## src/rtl/ifu_pkg.sv

```systemverilog
// Shared definitions for the instruction fetch stage: fetch FSM encoding,
// the pipeline bubble encoding and the default boot address.
package ifu_pkg;

  typedef enum logic [1:0] {
    S_BOOT = 2'd0,
    S_REQ  = 2'd1,
    S_HOLD = 2'd2
  } fetch_state_e;

  // ADDI x0,x0,0 -- also used by the ID stage when it flushes
  localparam logic [31:0] IFU_NOP_INSTR = 32'h0000_0013;
  localparam logic [31:0] IFU_RESET_PC  = 32'h0000_0000;

  // Sequential PC advance; wraps from 32'hFFFF_FFFC to 0
  function automatic logic [31:0] pc_plus4(input logic [31:0] pc);
    return pc + 32'd4;
  endfunction

endpackage

```

## src/rtl/instruction_fetch_unit_if.sv

```systemverilog
// Instruction-memory READ/BUSYWAIT bus. The fetch unit is the master; the
// memory completes an access on a posedge where READ=1 and BUSYWAIT=0.
interface instruction_fetch_unit_if;

  logic        IMEM_READ;
  logic [31:0] IMEM_ADDR;
  logic [31:0] IMEM_RDATA;
  logic        IMEM_BUSYWAIT;

  modport master (
    output IMEM_READ,
    output IMEM_ADDR,
    input  IMEM_RDATA,
    input  IMEM_BUSYWAIT
  );

  modport slave (
    input  IMEM_READ,
    input  IMEM_ADDR,
    output IMEM_RDATA,
    output IMEM_BUSYWAIT
  );

endinterface

```

## src/rtl/fetch_skid_buffer.sv

```systemverilog
// One-entry {pc,instr,valid} holding register that parks a fetched word
// while the decode stage is stalled.
module fetch_skid_buffer
  import ifu_pkg::*;
#(
  parameter logic [31:0] NOP_INSTR = IFU_NOP_INSTR
) (
  input  logic        clk,
  input  logic        rst_n,
  input  logic        load,
  input  logic        clear,
  input  logic        drain,
  input  logic [31:0] pc_in,
  input  logic [31:0] instr_in,
  output logic [31:0] pc_out,
  output logic [31:0] instr_out,
  output logic        valid_out
);

  logic [31:0] pc_q, pc_d;
  logic [31:0] instr_q, instr_d;
  logic        valid_q, valid_d;

  always_comb begin
    pc_d    = pc_q;
    instr_d = instr_q;
    valid_d = valid_q;
    if (load) begin
      pc_d    = pc_in;
      instr_d = instr_in;
      valid_d = 1'b1;
    end else if (clear || drain) begin
      valid_d = 1'b0;
    end
  end

  always_ff @(posedge clk or negedge rst_n) begin
    if (!rst_n) begin
      pc_q    <= 32'd0;
      instr_q <= NOP_INSTR;
      valid_q <= 1'b0;
    end else begin
      pc_q    <= pc_d;
      instr_q <= instr_d;
      valid_q <= valid_d;
    end
  end

  assign pc_out    = pc_q;
  assign instr_out = instr_q;
  assign valid_out = valid_q;

endmodule

```

## src/rtl/instruction_fetch_unit.sv

```systemverilog
// IF stage: owns the PC, issues one word read at a time, absorbs memory
// latency and feeds the IF/ID register, honouring stalls and EX redirects.
module instruction_fetch_unit
  import ifu_pkg::*;
#(
  parameter logic [31:0] RESET_PC  = IFU_RESET_PC,
  parameter logic [31:0] NOP_INSTR = IFU_NOP_INSTR
) (
  input  logic                     CLK,
  input  logic                     RESET_N,
  instruction_fetch_unit_if.master imem,
  input  logic                     STALL,
  input  logic                     BRANCH_TAKEN,
  input  logic [31:0]              BRANCH_TARGET,
  output logic [31:0]              IF_ID_PC,
  output logic [31:0]              IF_ID_INSTR,
  output logic                     IF_ID_VALID,
  output logic                     FETCH_MISALIGN,
  output logic [31:0]              FETCH_COUNT
);

  fetch_state_e state_q, state_d;
  logic [31:0]  pc_q, pc_d;
  logic         read_q, read_d;
  logic         kill_q, kill_d;
  logic [31:0]  redir_pc_q, redir_pc_d;
  logic [31:0]  if_id_pc_q, if_id_pc_d;
  logic [31:0]  if_id_instr_q, if_id_instr_d;
  logic         if_id_valid_q, if_id_valid_d;
  logic         misalign_q, misalign_d;
  logic [31:0]  count_q, count_d;

  logic         skid_load, skid_clear, skid_drain;
  logic [31:0]  skid_pc, skid_instr;
  logic         skid_valid;

  logic [31:0]  target_aligned;
  logic         complete;

  assign target_aligned = {BRANCH_TARGET[31:2], 2'b00};
  // READ is only ever high in S_REQ, so this is the memory completion edge
  assign complete       = read_q && !imem.IMEM_BUSYWAIT;

  fetch_skid_buffer #(
    .NOP_INSTR (NOP_INSTR)
  ) u_skid (
    .clk       (CLK),
    .rst_n     (RESET_N),
    .load      (skid_load),
    .clear     (skid_clear),
    .drain     (skid_drain),
    .pc_in     (pc_q),
    .instr_in  (imem.IMEM_RDATA),
    .pc_out    (skid_pc),
    .instr_out (skid_instr),
    .valid_out (skid_valid)
  );

  always_comb begin
    state_d       = state_q;
    pc_d          = pc_q;
    read_d        = read_q;
    kill_d        = kill_q;
    redir_pc_d    = redir_pc_q;
    if_id_pc_d    = if_id_pc_q;
    if_id_instr_d = if_id_instr_q;
    if_id_valid_d = if_id_valid_q;
    misalign_d    = 1'b0;
    count_d       = count_q;
    skid_load     = 1'b0;
    skid_clear    = 1'b0;
    skid_drain    = 1'b0;

    unique case (state_q)
      S_BOOT: begin
        state_d = S_REQ;
        read_d  = 1'b1;
        if (BRANCH_TAKEN) pc_d = target_aligned;
      end

      S_REQ: begin
        // Cycles that deliver nothing become bubbles unless decode is holding
        if (!STALL) if_id_valid_d = 1'b0;
        if (complete) begin
          if (BRANCH_TAKEN) begin
            pc_d   = target_aligned;
            kill_d = 1'b0;
          end else if (kill_q) begin
            pc_d   = redir_pc_q;
            kill_d = 1'b0;
          end else if (STALL) begin
            skid_load = 1'b1;
            pc_d      = pc_plus4(pc_q);
            state_d   = S_HOLD;
            read_d    = 1'b0;
          end else begin
            if_id_pc_d    = pc_q;
            if_id_instr_d = imem.IMEM_RDATA;
            if_id_valid_d = 1'b1;
            count_d       = count_q + 32'd1;
            pc_d          = pc_plus4(pc_q);
          end
        end else if (BRANCH_TAKEN) begin
          // Address must stay put until the memory finishes; refetch afterwards
          kill_d     = 1'b1;
          redir_pc_d = target_aligned;
        end
      end

      S_HOLD: begin
        if (BRANCH_TAKEN) begin
          pc_d    = target_aligned;
          state_d = S_REQ;
          read_d  = 1'b1;
        end else if (!STALL) begin
          if_id_pc_d    = skid_pc;
          if_id_instr_d = skid_instr;
          if_id_valid_d = skid_valid;
          if (skid_valid) count_d = count_q + 32'd1;
          skid_drain = 1'b1;
          state_d    = S_REQ;
          read_d     = 1'b1;
        end
      end

      default: begin
        state_d = S_BOOT;
        read_d  = 1'b0;
      end
    endcase

    // A redirect flushes IF/ID and the parked word regardless of STALL
    if (BRANCH_TAKEN) begin
      if_id_pc_d    = 32'd0;
      if_id_instr_d = NOP_INSTR;
      if_id_valid_d = 1'b0;
      skid_clear    = 1'b1;
      misalign_d    = |BRANCH_TARGET[1:0];
    end
  end

  always_ff @(posedge CLK or negedge RESET_N) begin
    if (!RESET_N) begin
      state_q       <= S_BOOT;
      pc_q          <= RESET_PC;
      read_q        <= 1'b0;
      kill_q        <= 1'b0;
      redir_pc_q    <= RESET_PC;
      if_id_pc_q    <= 32'd0;
      if_id_instr_q <= NOP_INSTR;
      if_id_valid_q <= 1'b0;
      misalign_q    <= 1'b0;
      count_q       <= 32'd0;
    end else begin
      state_q       <= state_d;
      pc_q          <= pc_d;
      read_q        <= read_d;
      kill_q        <= kill_d;
      redir_pc_q    <= redir_pc_d;
      if_id_pc_q    <= if_id_pc_d;
      if_id_instr_q <= if_id_instr_d;
      if_id_valid_q <= if_id_valid_d;
      misalign_q    <= misalign_d;
      count_q       <= count_d;
    end
  end

  // The PC register doubles as the request address; it only moves between accesses
  assign imem.IMEM_READ = read_q;
  assign imem.IMEM_ADDR = pc_q;

  assign IF_ID_PC       = if_id_pc_q;
  assign IF_ID_INSTR    = if_id_instr_q;
  assign IF_ID_VALID    = if_id_valid_q;
  assign FETCH_MISALIGN = misalign_q;
  assign FETCH_COUNT    = count_q;

endmodule
```

## src/flat_wrapper.sv

```systemverilog
// flat-port wrapper written by rule: the top's interface ports become plain ports
module instruction_fetch_unit_flat import ifu_pkg::*;
#(
  parameter logic [31:0] RESET_PC  = IFU_RESET_PC,
  parameter logic [31:0] NOP_INSTR = IFU_NOP_INSTR
)
  (CLK, RESET_N, STALL, BRANCH_TAKEN, BRANCH_TARGET, IF_ID_PC, IF_ID_INSTR, IF_ID_VALID, FETCH_MISALIGN, FETCH_COUNT, imem_IMEM_READ, imem_IMEM_ADDR, imem_IMEM_RDATA, imem_IMEM_BUSYWAIT);
  instruction_fetch_unit_if imem_i ();
  input  logic CLK;
  input  logic RESET_N;
  input  logic STALL;
  input  logic BRANCH_TAKEN;
  input  logic [31:0] BRANCH_TARGET;
  output logic [31:0] IF_ID_PC;
  output logic [31:0] IF_ID_INSTR;
  output logic IF_ID_VALID;
  output logic FETCH_MISALIGN;
  output logic [31:0] FETCH_COUNT;
  output wire logic [$bits(imem_i.IMEM_READ)-1:0] imem_IMEM_READ;
  output wire logic [$bits(imem_i.IMEM_ADDR)-1:0] imem_IMEM_ADDR;
  input wire logic [$bits(imem_i.IMEM_RDATA)-1:0] imem_IMEM_RDATA;
  input wire logic [$bits(imem_i.IMEM_BUSYWAIT)-1:0] imem_IMEM_BUSYWAIT;
  assign imem_IMEM_READ = imem_i.IMEM_READ;
  assign imem_IMEM_ADDR = imem_i.IMEM_ADDR;
  assign imem_i.IMEM_RDATA = imem_IMEM_RDATA;
  assign imem_i.IMEM_BUSYWAIT = imem_IMEM_BUSYWAIT;
  instruction_fetch_unit #(.RESET_PC(RESET_PC), .NOP_INSTR(NOP_INSTR)) u_core (.CLK(CLK), .RESET_N(RESET_N), .imem(imem_i), .STALL(STALL), .BRANCH_TAKEN(BRANCH_TAKEN), .BRANCH_TARGET(BRANCH_TARGET), .IF_ID_PC(IF_ID_PC), .IF_ID_INSTR(IF_ID_INSTR), .IF_ID_VALID(IF_ID_VALID), .FETCH_MISALIGN(FETCH_MISALIGN), .FETCH_COUNT(FETCH_COUNT));
endmodule
```

## config.mk

```make
export PLATFORM = sky130hd
export DESIGN_NAME = instruction_fetch_unit_flat
export DESIGN_NICKNAME = d
export VERILOG_FILES = /design/src/rtl/ifu_pkg.sv /design/src/rtl/instruction_fetch_unit_if.sv /design/src/rtl/fetch_skid_buffer.sv /design/src/rtl/instruction_fetch_unit.sv /design/src/flat_wrapper.sv
export SDC_FILE = /design/constraint.sdc
export NUM_CORES = 1
export LEC_CHECK = 0
export CAP_MARGIN = 20
export CORE_MARGIN = 5
export CORE_UTILIZATION = 45
export CTS_CLUSTER_DIAMETER = 80
export DETAILED_ROUTE_END_ITERATION = 10
export GPL_TIMING_DRIVEN = 0
export PLACE_DENSITY = 0.7
export SLEW_MARGIN = 20
export SYNTH_ARGS = -nofsm -noshare
export SYNTH_HDL_FRONTEND = slang
export SYNTH_HIERARCHICAL = 1
export SYNTH_SLANG_ARGS = --single-unit
```

## constraint.sdc

```tcl
create_clock -name CLK -period 3.7 [get_ports CLK]
set_clock_uncertainty 0.05 [all_clocks]
set_input_delay 0.555 -clock CLK [delete_from_list [all_inputs] [get_ports CLK]]
set_output_delay 0.555 -clock CLK [all_outputs]
set_load 0.02 [all_outputs]
```

**PDN straps and rails**

The bar under the picture is 50 um long. Pins as bars on the die edge. Tap cells in grey.
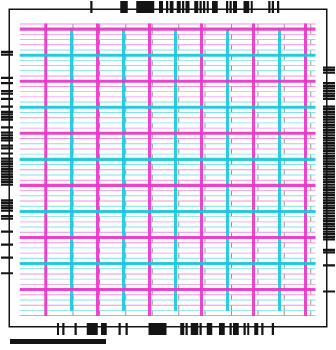
Cyan stands for VDD. Magenta stands for VSS.
The core has 56 rows. 200 signal pins sit on the boundary. 11 straps on met4. 57 met1 rails follow the rows. 11 straps on met5.
Die Span X: 165 um
core area: 23500 um2
Die Y-Extent: 165 um

**Placement by cell class**

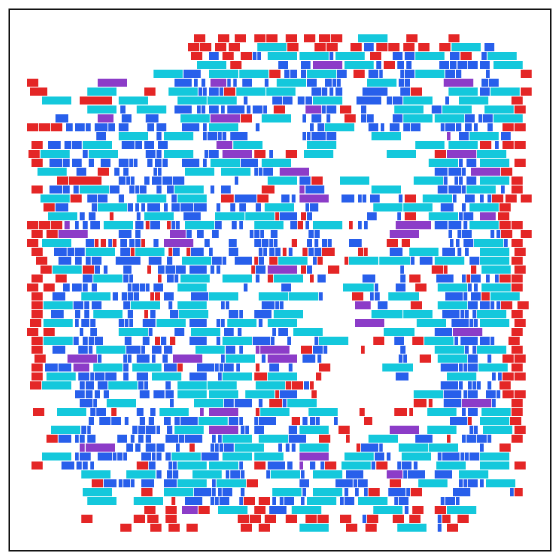
Purple stands for clock drivers and dummy loads, cells 43, share of their area 6.0%. Red stands for other buffers and delay cells, cells 268, share of their area 18%. Cyan stands for flops, cells 227, share of their area 42%. Blue stands for combinational and other logic, cells 710, share of their area 35%.
flop share of the area: 40.4%
final core occ: 59.8%

==> results.json <==
{
  "cp-end-kind": "flop",
  "syn_area_um2": 10800,
  "grt_overflow_total": 0,
  "ys_seq_share_pct": 52.6,
  "root_buffer": "clkbuf_16",
  "openroad.warnings": 26,
  "start_kind": "input port",
  "yosys_cells": 1003,
  "worst_path_max_delay_cell": "clkdlybuf4s50_1",
  "reg2reg_to": "u_core/imem.IMEM_ADDR[25]$_DFFE_PN0P_",
  "busiest_layer": "met2",
  "gp_congestion": 0.869,
  "finalPower_mw": 9.14,
  "rsz0062_at_grt": "no",
  "antenna_found_initial": 0,
  "num-fill-cells": 1984,
  "edf_count": 0,
  "ant_nets": 0,
  "post-route-period-util_pct": 73.8,
  "fin_nets": 1303,
  "rows": 56,
  "crit_required_ns": 4.04,
  "synth.avg_cell_area_um2": 10.8,
  "netlist_top_cells_count": "dfrtp_1, nand2_1, nor2_1",
  "ys_warn_count": 6,
  "power_density_nw_per_um2": 649,
  "min_from": "STALL",
  "clock-sinks": 227,
  "whs_endpoint": "u_core/state_q[1]$_DFFE_PN0P_",
  "io_buffers": 196,
  "cts_buffer_depth": 3,
  "ir_drop_mv": 0.488,
  "synth_cells": 1003,
  "worst_hold_path_type": "input port to flop",
  "crit_chain": "clkdlybuf4s50_1 > clkbuf_1 > inv_1 > nor3_1 > buf_2 > mux2_2",
  "num_antenna_cells": 0,
  "flop_area_um2": 5690,
  "finalSetupViolations": 0,
  "power.leakage_nw": 5.95,
  "finalCriticalPeriod_ns": 2.73,
  "maxSlewHeadroom_pct": 47.2,
  "crit_arrival_ns": 3.06,
  "flop_cell": "dfrtp_1",
  "cts_buffers": 25,
  "synthArstFlopShare_pct": 100,
  "drt_iter0_markers": 497,
  "report.final.slew_viol_count": 0,
  "grt_util_met2_pct": 36.1,
  "critPathKind": "input port to flop",
  "tightest_slew_ns": 0.786,
  "critical_path.max_stage_delay_ns": 0.55,
  "drv_cap": 0,
  "r2r_slack_ns": 1.27,
  "clkTransAtPathRegs_ns": 0.06,
  "io_pins": 200,
  "cts_tree": "done",
  "grtUsageTotal_pct": 21.8,
  "synth_top_area_share_pct": 51.1,
  "outcome": "completed",
  "multiInputGateArea_um2": 4740,
  "grtUsageMet1_pct": 30.2,
  "fp_util_pct": 45.9,
  "r2r_start": "u_core/state_q[0]$_DFFE_PN0P_",
  "first_pass_iters": 6,
  "hpwl_um": 21100,
  "htree_levels": 1,
  "grt_pass1_vias": 8707,
  "hold_viol_final": 0,
  "ys.flops": 227,
  "cp_max_fo": 10,
  "reg2reg_depth": 7,
  "grt_max_degree": 94,
  "grt_pass1_wl_um": 47400,
  "ys_area_um2": 10800,
  "largest_area_cell": "dfrtp_1",
  "num_vias": 8678,
  "synth.distinct_cells": 58,
  "hold_depth": 3,
  "synthTopCellsByArea": "dfrtp_1, mux2_4, nand2_1",
  "yosysMostFrequentCell": "dfrtp_1",
  "viasPerCell": 5.54,
  "die-area_um2": 27200,
  "drcViolationCount": 0,
  "max_freq_mhz": 366,
  "syn_to_final_growth_pct": 30.2,
  "drive_gt1_share_pct": 14.7,
  "use_met3_pct": 2.99
}
**Routed clock nets over the placement**

The bar under the picture is 50 um long.
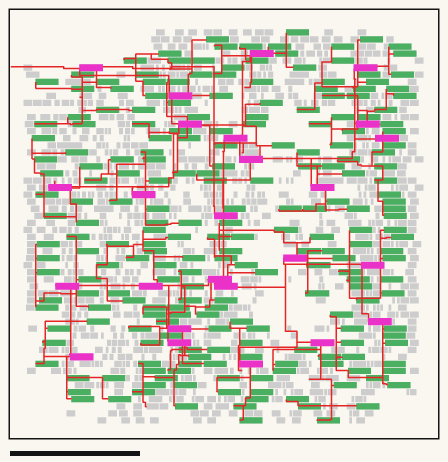
Green stands for flip-flops, count 227. Red stands for clock wires, length 2790 um. Magenta stands for clock drivers, count 25.
Position of the flops: spread over the die. There are 26 routed clock nets.
Latency at later pin: 0.51 ns
Clock group: 2.46 mW
Clock Power Share: 26.9%

**Routed metal, one colour a layer**

The bar under the picture is 50 um long. Only two layers are drawn.
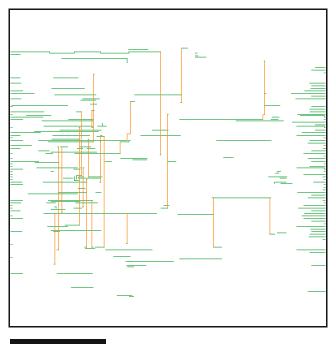
Orange stands for metal 4, wire length 677 um. Green stands for metal 3, wire length 2040 um.
DRT Wirelength: 30000 um
Routed wire per std cell: 19.1 um

-- cells in the final DEF, fill, tap and decap left out, types with 36 or more instances in the layout --
cell and count:
dfrtp_1 221, clkdlybuf4s50_1 195, nand2_1 167, nor2_1 93
a311oi_1 58, mux2_4 49, mux2_2 45, nand3_1 42
clkbuf_1 37, xnor2_1 36
-- critical path, delay by kind of cell --
| kind | cells | cell delay (ns) |
|---|---|---|
| buf+inv | 4 | 1.62 |
| mux | 1 | 0.37 |
| simple gates | 1 | 0.51 |
-- stage by stage --
step	setup slack, ns	std cells	setup TNS, ns	hold WS (ns)	area [um2]
after floorplan	1.66	1006	0	0.209	10800
after global placement	-7.71	1521	-1727.93	0.413	13200
after detailed placement	0.469	1523	0	0.423	13200
after CTS	0.996	1567	0	0.355	14100
after global routing	0.842	1567	0	0.404	14100
final	0.971	1567	0	0.387	14100
-- cells by family (layout without fill, tap and decap cells) --
group	after synthesis	in the layout	synth area share, %
mux	100	100	12.1
xor+xnor	53	53	4.29
fa+ha+maj	2	2	0.231
compound gates	163	163	10.9
buf+inv	78	320	3.67
other cells	1	4	0.0347
flops	227	227	52.6
simple gates	379	379	16.2
-- metal layers --
layer,wire length [um],vias up
met2,14200,329
met1,13000,4261
met3,2040,52
li1,-,4036
met5,0,-
met4,676,0
-- worst max path at each step --
stage                       from                                       to  slack, ns  cells past startpoint
detailed placement  BRANCH_TAKEN        u_core/redir_pc_q[21]$_DFFE_PN0P_       0.47                      6
global placement         RESET_N  u_core/u_skid/instr_out[26]$_DFFE_PN0P_      -7.71                      1
finish              BRANCH_TAKEN        u_core/redir_pc_q[12]$_DFFE_PN0P_       0.97                      6
floorplan                  STALL       u_core/FETCH_COUNT[26]$_DFFE_PN0P_       1.66                      6
CTS                 BRANCH_TAKEN        u_core/redir_pc_q[16]$_DFFE_PN0P_        1.0                      6
global route        BRANCH_TAKEN        u_core/redir_pc_q[16]$_DFFE_PN0P_       0.84                      6
-- final cells by class --
| type | instances | share of cell area [%] |
|---|---|---|
| Tap cell | 319 | 2.83 |
| Timing Repair Buffer | 199 | 14.4 |
| Inverter | 9 | 0.240 |
| Buffer | 69 | 2.58 |
| Sequential cell | 227 | 40.4 |
| Multi-Input combinational cell | 701 | 33.7 |
| Clock buffer | 39 | 5.53 |
| Clock inverter | 4 | 0.320 |
-- where the power goes --
part | total, mW | internal [mW] | switching, mW
clock | 2.46 | 1.50 | 0.959
sequential | 3.84 | 3.17 | 0.666
combinational | 2.85 | 1.44 | 1.41
-- timing repair --
action | CTS | global route
hold endpoints to repair | 43 | 0
resized | 0 | 0
buffers inserted | 0 | 0
hold buffers | 1 | 0
-- state kept, by name, summed over array words and instances (netlist names) --
name and count:
u_core/FETCH_MISALIGN 1, u_core/IF_ID_VALID 1, u_core/FETCH_COUNT 32, u_core/kill_q 1, u_core/u_skid/pc_out 32, u_core/u_skid/valid_out 1, u_core/state_q 2, u_core/imem.IMEM_ADDR 30
u_core/u_skid/instr_out 32, u_core/IF_ID_INSTR 32, u_core/IF_ID_PC 32, u_core/imem.IMEM_READ 1, u_core/redir_pc_q 30
Power figures rest on the tool's default switching activity, not on a simulated workload.
